==> src/rtl/vga_sync_monitor.sv <==
// Passive VGA timing monitor: resyncs to hsync/vsync, flags timing violations and rebuilds
// visible pixel coordinates. Define VGA_MONITOR_CRC_EN to add a per-frame CRC-16 of the pixels.
module vga_sync_monitor #(
  parameter int H_ACTIVE = 640,
  parameter int H_FP     = 16,
  parameter int H_SYNC   = 96,
  parameter int H_BP     = 48,
  parameter int V_ACTIVE = 480,
  parameter int V_FP     = 10,
  parameter int V_SYNC   = 2,
  parameter int V_BP     = 33
) (
  input  logic        clk,
  input  logic        rst,
  input  logic        i_vga_hsync,
  input  logic        i_vga_vsync,
  input  logic [1:0]  i_vga_r,
  input  logic [1:0]  i_vga_g,
  input  logic [1:0]  i_vga_b,
  output logic        o_locked,
  output logic        o_pixel_valid,
  output logic [9:0]  o_x,
  output logic [9:0]  o_y,
  output logic [5:0]  o_rgb,
  output logic        o_frame_done,
  output logic        o_error,
  output logic [7:0]  o_err_count,
  output logic [15:0] o_frame_crc
);

  localparam logic [9:0] CNT_MAX     = 10'h3FF;
  localparam logic [9:0] H_SYNC_W    = 10'(H_SYNC);
  localparam logic [9:0] H_LAST      = 10'(H_FP + H_SYNC + H_BP + H_ACTIVE - 1);
  localparam logic [9:0] V_SYNC_LAST = 10'(V_SYNC - 1);
  localparam logic [9:0] V_LAST      = 10'(V_FP + V_SYNC + V_BP + V_ACTIVE - 1);
  localparam logic [9:0] H_VIS0      = 10'(H_SYNC + H_BP);
  localparam logic [9:0] H_VIS1      = 10'(H_SYNC + H_BP + H_ACTIVE);
  localparam logic [9:0] V_VIS0      = 10'(V_SYNC + V_BP);
  localparam logic [9:0] V_VIS1      = 10'(V_SYNC + V_BP + V_ACTIVE);

  typedef enum logic [1:0] {SEARCH, MEASURE, LOCKED} state_t;

  logic       hs_q, hs_d, vs_q, vs_d;
  logic [5:0] rgb_q;
  logic [9:0] hcnt_r, vcnt_r, hcnt, vcnt;
  logic       h_seen, v_pend, v_synced;
  logic       h_rise, h_fall, v_rise, v_fall, resync;
  logic       h_ovf, v_ovf, viol, vis, pix_v, frame_evt;
  state_t     state_q, state_n;

  always_ff @(posedge clk or posedge rst) begin
    if (rst) begin
      hs_q <= 1'b0; hs_d <= 1'b0; vs_q <= 1'b0; vs_d <= 1'b0; rgb_q <= '0;
    end else begin
      hs_q  <= i_vga_hsync;
      hs_d  <= hs_q;
      vs_q  <= i_vga_vsync;
      vs_d  <= vs_q;
      rgb_q <= {i_vga_r, i_vga_g, i_vga_b};
    end
  end

  assign h_rise = hs_q & ~hs_d;
  assign h_fall = ~hs_q & hs_d;
  assign v_rise = vs_q & ~vs_d;
  assign v_fall = ~vs_q & vs_d;
  // Line 0 is the first hsync rise at or after the vsync rise (including a coincident one).
  assign resync = h_rise & (v_pend | v_rise);

  always_comb begin
    hcnt  = hcnt_r;
    vcnt  = vcnt_r;
    h_ovf = 1'b0;
    v_ovf = 1'b0;
    if (h_rise) hcnt = '0;
    else if (hcnt_r != CNT_MAX) begin
      hcnt  = hcnt_r + 10'd1;
      h_ovf = (hcnt_r == CNT_MAX - 10'd1);
    end
    if (resync) vcnt = '0;
    else if (h_rise && vcnt_r != CNT_MAX) begin
      vcnt  = vcnt_r + 10'd1;
      v_ovf = (vcnt_r == CNT_MAX - 10'd1);
    end
  end

  // Checks are armed only once the counter they read has been anchored by a real edge,
  // so a reset mid-frame never produces a spurious violation.
  always_comb begin
    viol = h_ovf | v_ovf;
    if (h_fall && h_seen && hcnt != H_SYNC_W)      viol = 1'b1;
    if (h_rise && h_seen && hcnt_r != H_LAST)      viol = 1'b1;
    if (v_fall && v_synced && vcnt_r != V_SYNC_LAST) viol = 1'b1;
    if (v_rise && v_synced && vcnt_r != V_LAST)    viol = 1'b1;
  end

  always_ff @(posedge clk or posedge rst) begin
    if (rst) begin
      hcnt_r <= '0; vcnt_r <= '0;
      h_seen <= 1'b0; v_pend <= 1'b0; v_synced <= 1'b0;
    end else begin
      hcnt_r <= hcnt;
      vcnt_r <= vcnt;
      if (h_rise) h_seen <= 1'b1;
      if (resync) begin
        v_pend   <= 1'b0;
        v_synced <= 1'b1;
      end else if (v_rise) v_pend <= 1'b1;
    end
  end

  always_comb begin
    state_n = state_q;
    case (state_q)
      SEARCH:  if (!viol && v_rise) state_n = MEASURE;
      MEASURE: if (viol) state_n = SEARCH; else if (v_rise) state_n = LOCKED;
      LOCKED:  if (viol) state_n = SEARCH;
      default: state_n = SEARCH;
    endcase
  end

  always_ff @(posedge clk or posedge rst) begin
    if (rst) state_q <= SEARCH;
    else     state_q <= state_n;
  end

  assign o_locked  = (state_q == LOCKED);
  assign frame_evt = v_rise & (state_q != SEARCH);
  assign vis       = (hcnt >= H_VIS0) && (hcnt < H_VIS1) && (vcnt >= V_VIS0) && (vcnt < V_VIS1);
  assign pix_v     = vis & (state_q == LOCKED);

  always_ff @(posedge clk or posedge rst) begin
    if (rst) begin
      o_pixel_valid <= 1'b0;
      o_x           <= '0;
      o_y           <= '0;
      o_rgb         <= '0;
      o_frame_done  <= 1'b0;
      o_error       <= 1'b0;
      o_err_count   <= '0;
    end else begin
      o_pixel_valid <= pix_v;
      o_frame_done  <= frame_evt;
      o_error       <= viol;
      if (pix_v) begin
        o_x   <= hcnt - H_VIS0;
        o_y   <= vcnt - V_VIS0;
        o_rgb <= rgb_q;
      end
      if (viol && o_err_count != 8'hFF) o_err_count <= o_err_count + 8'd1;
    end
  end

`ifdef VGA_MONITOR_CRC_EN
  // CRC-16-CCITT, MSB first over the 6 colour bits of each valid pixel.
  function automatic logic [15:0] crc16_step(input logic [15:0] c, input logic [5:0] d);
    logic [15:0] r;
    r = c;
    for (int i = 5; i >= 0; i--)
      r = {r[14:0], 1'b0} ^ ((r[15] ^ d[i]) ? 16'h1021 : 16'h0000);
    return r;
  endfunction

  logic [15:0] crc_acc;

  always_ff @(posedge clk or posedge rst) begin
    if (rst) begin
      crc_acc     <= 16'hFFFF;
      o_frame_crc <= '0;
    end else if (frame_evt) begin
      o_frame_crc <= crc_acc;
      crc_acc     <= 16'hFFFF;
    end else if (pix_v) begin
      crc_acc <= crc16_step(crc_acc, rgb_q);
    end
  end
`else
  assign o_frame_crc = '0;
`endif

endmodule

==> config.mk <==
export PLATFORM = sky130hd
export DESIGN_NAME = vga_sync_monitor
export DESIGN_NICKNAME = d
export VERILOG_FILES = /design/src/rtl/vga_sync_monitor.sv
export SDC_FILE = /design/constraint.sdc
export NUM_CORES = 1
export LEC_CHECK = 0
export CAP_MARGIN = 20
export CORE_MARGIN = 5
export CORE_UTILIZATION = 35
export CTS_BUF_LIST = sky130_fd_sc_hd__clkbuf_4 sky130_fd_sc_hd__clkbuf_8
export DETAILED_ROUTE_END_ITERATION = 10
export HOLD_SLACK_MARGIN = 0.1
export MAX_ROUTING_LAYER = met4
export PLACE_DENSITY = 0.66
export RECOVER_POWER = 100
export SKIP_CTS_REPAIR_TIMING = 1
export SLEW_MARGIN = 10
export SYNTH_ARGS = -nofsm -noshare
export SYNTH_HDL_FRONTEND = slang
export SYNTH_SLANG_ARGS = --single-unit
==> constraint.sdc <==
create_clock -name clk -period 9.45 [get_ports clk]
set_input_delay 0.945 -clock clk [delete_from_list [all_inputs] [get_ports clk]]
set_output_delay 0.945 -clock clk [all_outputs]
set_load 0.01 [all_outputs]
==> impl_metrics.json <==
{
  "clk_latency_ps": 340,
  "die_h_microns": 115.4,
  "intPower_uw": 605.3,
  "vias": 2837,
  "critical_path_class": "register to register",
  "synthArstFlopShare_pct": 100.0,
  "hold_ws_ps": 395.9,
  "area_growth_pct": 17.43,
  "drt-met1-wl_microns": 3978,
  "violations": "capacitance limit, slew limit",
  "cts.sinks": 72,
  "edf_count": 0,
  "pg_clk_uw": 298,
  "crit_required_ps": 9670,
  "power.share.switching_pct": 30.80,
  "seq_power_share_pct": 43.5,
  "fmax_mhz": 163.8,
  "synth_top_area_share_pct": 46.30,
  "fin_cells": 544,
  "yosysCellCount": 354,
  "grt_setup_unrepaired": "false",
  "ys_types": 63,
  "syn_inst": 354,
  "grt_max_degree": 73,
  "yosys_area_sq_um": 3891,
  "netlist_area_sq_um": 3891,
  "worstMarginPinSlew_ps": 3715,
  "setup_viol": 0,
  "layout.cells.most_common": "dfrtp_1",
  "synth_adder_area_share_pct": 3.537,
  "power-top-group": "registers",
  "pg_comb_uw": 196,
  "portBuffers": 47,
  "status": "finished with violations",
  "initCoreUtil_pct": 35.74,
  "synthMuxAreaShare_pct": 10.45,
  "hold_path.class": "register to register",
  "reg2reg_setup_slack_ps": 3350,
  "clk_pin_slew_ps": 90,
  "grt_pass1_vias": 2872,
  "path_max_fanout": 14,
  "synthAoiAreaFrac_pct": 12.86,
  "yosys_warnings": 0,
  "routed_via_density": 5.215,
  "period_used_pct": 64.59,
  "coreArea_sq_um": 10890,
  "simple_gate_share_pct": 15.85,
  "n_antenna_cell": 0,
  "design_area_sq_um": 4569,
  "ys_seq_elements": 72,
  "ys.flop_type": "dfrtp_1",
  "min-delay-start": "vs_q",
  "max_cap_viol_count": 2,
  "maxSlewHeadroom_pct": -147.7,
  "grt_overflow": 0,
  "min_period_ps": 6104,
  "nets": 420,
  "drive_gt1_share_pct": 10.40,
  "hold_violations": 0,
  "met3_length_microns": 473,
  "dp.cells": 527,
  "hpwl_microns": 5968,
  "crit_path_start_kind": "register",
  "topCombFamilyByArea": "simple AND/OR/NAND/NOR gates",
  "die_w_microns": 115.4,
  "wl_met2_microns": 3919,
  "chip_area_sq_um": 13330,
  "grt_antenna_before_repair": 0,
  "h-tree-depth": 3,
  "drv_slew": 87,
  "reg2reg_from": "hs_q",
  "drt_pre_antenna_iters": 4,
  "clkPwrFrac_pct": 34.0,
  "cts_made_buffers": 9,
  "drt-initial-drc-count": 149,
  "cts_tree": "built",
  "synthTopCellsByArea": "dfrtp_1, mux2_4, ha_1",
  "vdd_drop_max_mv": 0.1454,
  "synth_seq_share_pct": 46.30,
  "routed.top_layer": "met4",
  "pwr-share-comb_pct": 22.4,
  "clock_path_buffers": 2,
  "yosysTopAreaCell": "dfrtp_1",
  "num_rows": 38,
  "grt_first_pass_wirelength_microns": 14570,
  "syn_avg_cell_area_sq_um": 10.99,
  "gp_congestion": 0.8738,
  "synth_xor_xnor_area_share_pct": 3.826,
  "totalWireLength_microns": 8498
}
[final timing paths]
kind	to	cells past startpoint
worst max-delay path	o_rgb[5]	11
worst min-delay path	vs_d	0
worst max register to register	o_rgb[5]	11
worst min register to register	vs_d	0
max in group asynchronous	o_y[8]	3
min in group asynchronous	rgb_q[2]	3
[flip-flops by register name, indices dropped and copies added, names as in the netlist, 2 cells and up]
| register | count |
|---|---|
| hcnt_r | 10 |
| o_x | 10 |
| o_y | 10 |
| vcnt_r | 10 |
| o_err_count | 8 |
| o_rgb | 6 |
| rgb_q | 6 |
| state_q | 2 |
[cell usage after synthesis (all sizes together), types with 3 or more instances]
master   n
a211oi   9
a21o     4
a21oi   12
a31oi    6
a41oi    3
and2     6
and3     7
buf     24
clkbuf   7
dfrtp   72
ha      11
inv     15
mux2    26
mux2i    5
nand2   16
nand2b   8
nand3   11
nand3b   4
nand4    6
nor2    20
nor3    10
nor4     3
o21a     3
o21ai    6
o31ai    5
or3      3
or4      4
xnor2   11
xor2     6
[area by class of cell]
type | instances | area [sq um]
clock buffer | 9 | 123.9
clock inverter | 7 | 120.1
fill | 1050 | 6319
inverter | 15 | 56.30
multi-input combinational | 251 | 1810
sequential | 72 | 1802
tap | 140 | 175.2
timing repair buffer | 50 | 481.7
[metrics by stage]
| step | power, mW | worst slack (ps) |
|---|---|---|
| global route | 0.9307 | 2894 |
| detailed placement | 0.5910 | 4741 |
| floorplan | 0.5214 | 5952 |
| CTS | 0.8931 | 4678 |
| finish | 0.8747 | 3346 |
| global placement | 0.5879 | 4875 |
[worst max-delay path, cell delays in order (launching register included)]
cell and delay, ps:
dfrtp_1 450, nor2b_1 360, clkbuf_1 520, a211oi_1 120, a211oi_1 480, ha_1 240, inv_1 30, or3_1 360
a311o_1 360, a211oi_1 1950, clkbuf_1 710, mux2_2 410
### Local utilization

12 x 12 tiles, from black (low) to pale yellow (high), 0 to 100% covered.
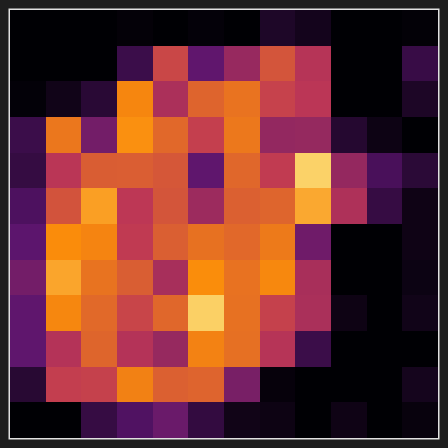
fullest tile = 90%
emptiest ninth of the die = lower right
mean over tiles = 33%

### Routing congestion map

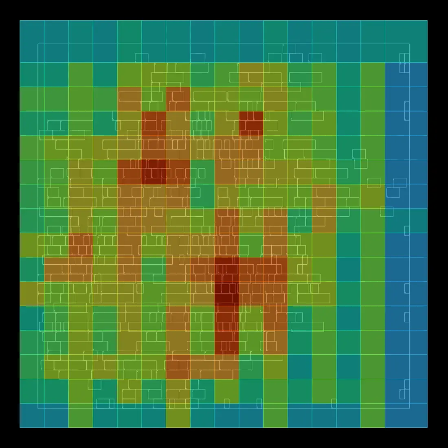
met2 usage: 21.18%
Top Usage Layer GRT: met2
final core utilization: 41.97%
met3 global-route usage: 2.402%
wire length per cell: 15.62 microns

No activity file was given, so power comes from the tool's default toggle rates.
